==> src/rtl/fpu_pkg.sv <==
// Shared FPU constants and the float-to-int classification used by ftoi_pipe.
package fpu_pkg;
    localparam int               EXP_W     = 8;
    localparam int               MAN_W     = 23;
    localparam logic [EXP_W-1:0] BIAS      = 8'd127;
    localparam logic [31:0]      INT32_MAX = 32'h7FFF_FFFF;
    localparam logic [31:0]      INT32_MIN = 32'h8000_0000;
    localparam logic [31:0]      FLOOR_OVF = 32'h8000_0000;

    typedef enum logic [2:0] {ZERO, NORM, BIG, INF, NAN, SENT} ftoi_class_t;
endpackage

==> src/rtl/ftoi_align.sv <==
// Shifts a 24-bit significand into an int32 magnitude, applies sign, and
// reports whether any fraction bits were discarded (truncation toward zero).
module ftoi_align (
    input  logic [23:0] i_sig,
    input  logic [4:0]  i_sh,
    input  logic        i_sign,
    output logic [31:0] o_data,
    output logic        o_inexact
);
    logic [4:0]  w_lsh;
    logic [4:0]  w_rsh;
    logic [23:0] w_mask;
    logic [30:0] w_mag;

    always_comb begin
        w_lsh     = i_sh - 5'd23;
        w_rsh     = 5'd23 - i_sh;
        w_mask    = '0;
        w_mag     = '0;
        o_inexact = 1'b0;
        if (i_sh >= 5'd23) begin
            w_mag = {7'd0, i_sig} << w_lsh;
        end else begin
            w_mag     = {7'd0, i_sig >> w_rsh};
            w_mask    = (24'd1 << w_rsh) - 24'd1;
            o_inexact = |(i_sig & w_mask);
        end
        o_data = i_sign ? -{1'b0, w_mag} : {1'b0, w_mag};
    end
endmodule

==> src/rtl/ftoi_pipe.sv <==
// Two-stage float-to-int32 converter (truncate toward zero, saturating) with
// valid/ready on both sides; stage 1 classifies, stage 2 aligns and saturates.
module ftoi_pipe
    import fpu_pkg::*;
#(
    parameter bit FLOOR_SENTINEL = 1'b1
) (
    input  logic        clk,
    input  logic        rst,
    input  logic        in_valid,
    output logic        in_ready,
    input  logic [31:0] in_data,
    output logic        out_valid,
    input  logic        out_ready,
    output logic [31:0] out_data,
    output logic        out_ovf,
    output logic        out_inexact
);
    logic              w_s1_adv;
    logic              w_s2_adv;
    logic [EXP_W-1:0]  w_exp;
    logic [MAN_W-1:0]  w_man;
    logic [EXP_W-1:0]  w_e;
    ftoi_class_t       w_cls;

    logic              r_vld_p1;
    logic              r_sign_p1;
    ftoi_class_t       r_cls_p1;
    logic [23:0]       r_sig_p1;
    logic [4:0]        r_sh_p1;
    logic              r_zinx_p1;
    logic              r_negmin_p1;

    logic [31:0]       w_al_data;
    logic              w_al_inx;
    logic [31:0]       w_data;
    logic              w_ovf;
    logic              w_inx;

    logic              r_vld_p2;
    logic [31:0]       r_data_p2;
    logic              r_ovf_p2;
    logic              r_inx_p2;

    function automatic logic [31:0] sat_word(input logic neg);
        return neg ? INT32_MIN : INT32_MAX;
    endfunction

    assign w_s2_adv  = !r_vld_p2 || out_ready;
    assign w_s1_adv  = !r_vld_p1 || w_s2_adv;
    assign in_ready  = w_s1_adv;
    assign out_valid = r_vld_p2;

    // ---- stage 1: classify ----
    assign w_exp = in_data[MAN_W +: EXP_W];
    assign w_man = in_data[MAN_W-1:0];
    assign w_e   = w_exp - BIAS;

    always_comb begin
        w_cls = NORM;
        if (FLOOR_SENTINEL && (in_data == FLOOR_OVF))
            w_cls = SENT;
        else if (w_exp == '1)
            w_cls = (w_man == '0) ? INF : NAN;
        else if (w_exp < BIAS)
            w_cls = ZERO;
        else if (w_e >= 8'd31)
            w_cls = BIG;
    end

    always_ff @(posedge clk) begin
        if (rst)
            r_vld_p1 <= 1'b0;
        else if (w_s1_adv)
            r_vld_p1 <= in_valid;
    end

    always_ff @(posedge clk) begin
        if (w_s1_adv && in_valid) begin
            r_sign_p1   <= in_data[31];
            r_cls_p1    <= w_cls;
            r_sig_p1    <= {1'b1, w_man};
            r_sh_p1     <= w_e[4:0];
            r_zinx_p1   <= |in_data[30:0];
            // exactly -2^31 is the one BIG value that fits without saturating
            r_negmin_p1 <= (in_data == 32'hCF00_0000);
        end
    end

    // ---- stage 2: align and saturate ----
    ftoi_align u_align (
        .i_sig     (r_sig_p1),
        .i_sh      (r_sh_p1),
        .i_sign    (r_sign_p1),
        .o_data    (w_al_data),
        .o_inexact (w_al_inx)
    );

    always_comb begin
        w_data = INT32_MAX;
        w_ovf  = 1'b1;
        w_inx  = 1'b0;
        case (r_cls_p1)
            ZERO: begin
                w_data = '0;
                w_ovf  = 1'b0;
                w_inx  = r_zinx_p1;
            end
            NORM: begin
                w_data = w_al_data;
                w_ovf  = 1'b0;
                w_inx  = w_al_inx;
            end
            BIG: begin
                w_data = sat_word(r_sign_p1);
                w_ovf  = !r_negmin_p1;
            end
            INF:     w_data = sat_word(r_sign_p1);
            NAN:     w_data = INT32_MAX;
            SENT:    w_data = INT32_MIN;
            default: w_data = INT32_MAX;
        endcase
    end

    always_ff @(posedge clk) begin
        if (rst) begin
            r_vld_p2  <= 1'b0;
            r_data_p2 <= '0;
            r_ovf_p2  <= 1'b0;
            r_inx_p2  <= 1'b0;
        end else if (w_s2_adv) begin
            r_vld_p2 <= r_vld_p1;
            if (r_vld_p1) begin
                r_data_p2 <= w_data;
                r_ovf_p2  <= w_ovf;
                r_inx_p2  <= w_inx;
            end
        end
    end

    assign out_data    = r_data_p2;
    assign out_ovf     = r_ovf_p2;
    assign out_inexact = r_inx_p2;
endmodule

==> config.mk <==
export PLATFORM = sky130hd
export DESIGN_NAME = ftoi_pipe
export DESIGN_NICKNAME = d
export VERILOG_FILES = /design/src/rtl/fpu_pkg.sv /design/src/rtl/ftoi_align.sv /design/src/rtl/ftoi_pipe.sv
export SDC_FILE = /design/constraint.sdc
export NUM_CORES = 1
export LEC_CHECK = 0
export CORE_ASPECT_RATIO = 1.1
export CORE_MARGIN = 5
export CORE_UTILIZATION = 55
export CTS_BUF_LIST = sky130_fd_sc_hd__clkbuf_8
export CTS_CLUSTER_SIZE = 25
export DETAILED_ROUTE_END_ITERATION = 8
export PLACE_DENSITY = 0.87
export SYNTH_ARGS = -nofsm -noshare
export SYNTH_HDL_FRONTEND = slang
export SYNTH_HIERARCHICAL = 1
export SYNTH_SLANG_ARGS = --single-unit
==> constraint.sdc <==
create_clock -name clk -period 4.7 [get_ports clk]
set_input_delay 0.705 -clock clk [delete_from_list [all_inputs] [get_ports clk]]
set_output_delay 0.705 -clock clk [all_outputs]
set_load 0.02 [all_outputs]
==> impl_metrics.yaml <==
# generated from flow reports
place:
  place_ws_ns: 0.2452
  post-dp-hpwl_mm: 17.86
die:
  core_util_floorplan_pct: 55.40
  die_x_um: 124.3
  die_h_um: 135.8
final_layout:
  antenna_cells: 0
  postLayoutCoreUtil_pct: 63.03
  area_growth_pct: 13.78
  clk_share_pct: 2.893
  fin_area_um2: 8997
  seq_share_pct: 19.36
clock_tree:
  clock_latency_ns: 0.36
  cts_tree: "done"
  cts_hold_buffers: 0
  cts_buffer_depth: 2
synthesis:
  avgSynthCellArea_um2: 8.421
  yosys.area.top_type: "edfxtp_1"
  synth-simple-area-share_pct: 20.85
  top_cell_area_share_pct: 12.91
  netlist_area_um2: 7908
  ff_type: "dfxtp_1"
  yosysCellCount: 939
routing:
  routed_wl_mm: 24.70
  drcViolationCount: 0
  wl_per_cell_um: 21.27
  drt-met1-wl_mm: 9.459
critical_path:
  max_stage_delay_ns: 0.57
  timing.reg2reg.setup_slack_ns: 0.23
  rr_endpoint: "out_data[31]$_SDFFE_PP0P_"
  timing.critical_path.to: "out_data[31]$_SDFFE_PP0P_"
  reg2regPathDepth: 14
  critPathSlowestCell: "mux4_2"
  cp-start-kind: "register"
global_route:
  grt_pass1_wl_mm: 38.47
  gr-total-overflow: 0
sta:
  min_period_ns: 4.468
  setup_viol: 0
power_and_ir_drop:
  pg_clk_w: 0.000631
  peakVddDrop_uv: 260.1
  power_frac_seq_pct: 29.5
outcome:
  status: "complete, no violations"
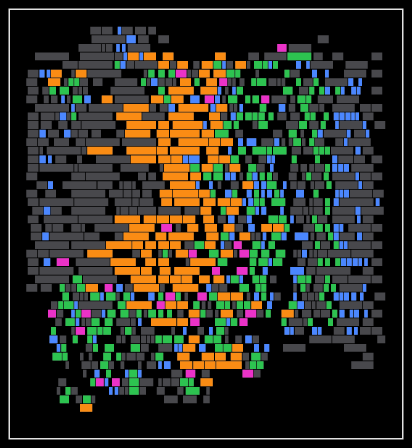
Figure 1: gate families picked out.
- green: aoi and oai cells (cells 209; where widely spread)
- orange: mux cells (cells 133)
- magenta: non-inverting ao/oa cells (cells 26)
- blue: nor cells (cells 176)
Top cell excl fill/tap: nor2_1
Non-Filler Instances: 1161
logic share of the area: 62.76%

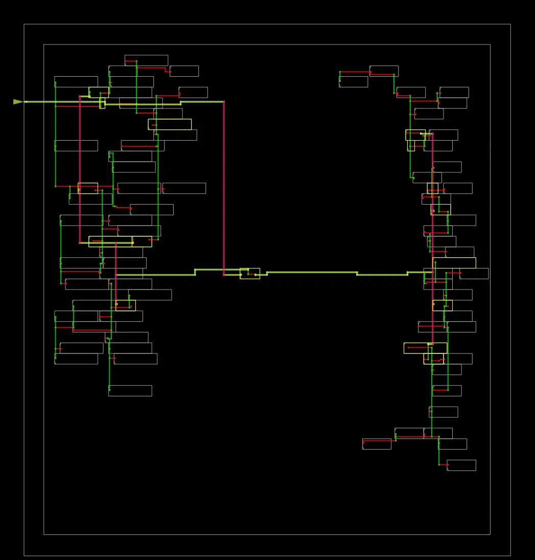
Figure 2: clock wiring as the flow saved it.
number of clock-tree buffers in the layout: 9
skew final: 0.009856 ns
clk sinks: 70
flip-flops: 70

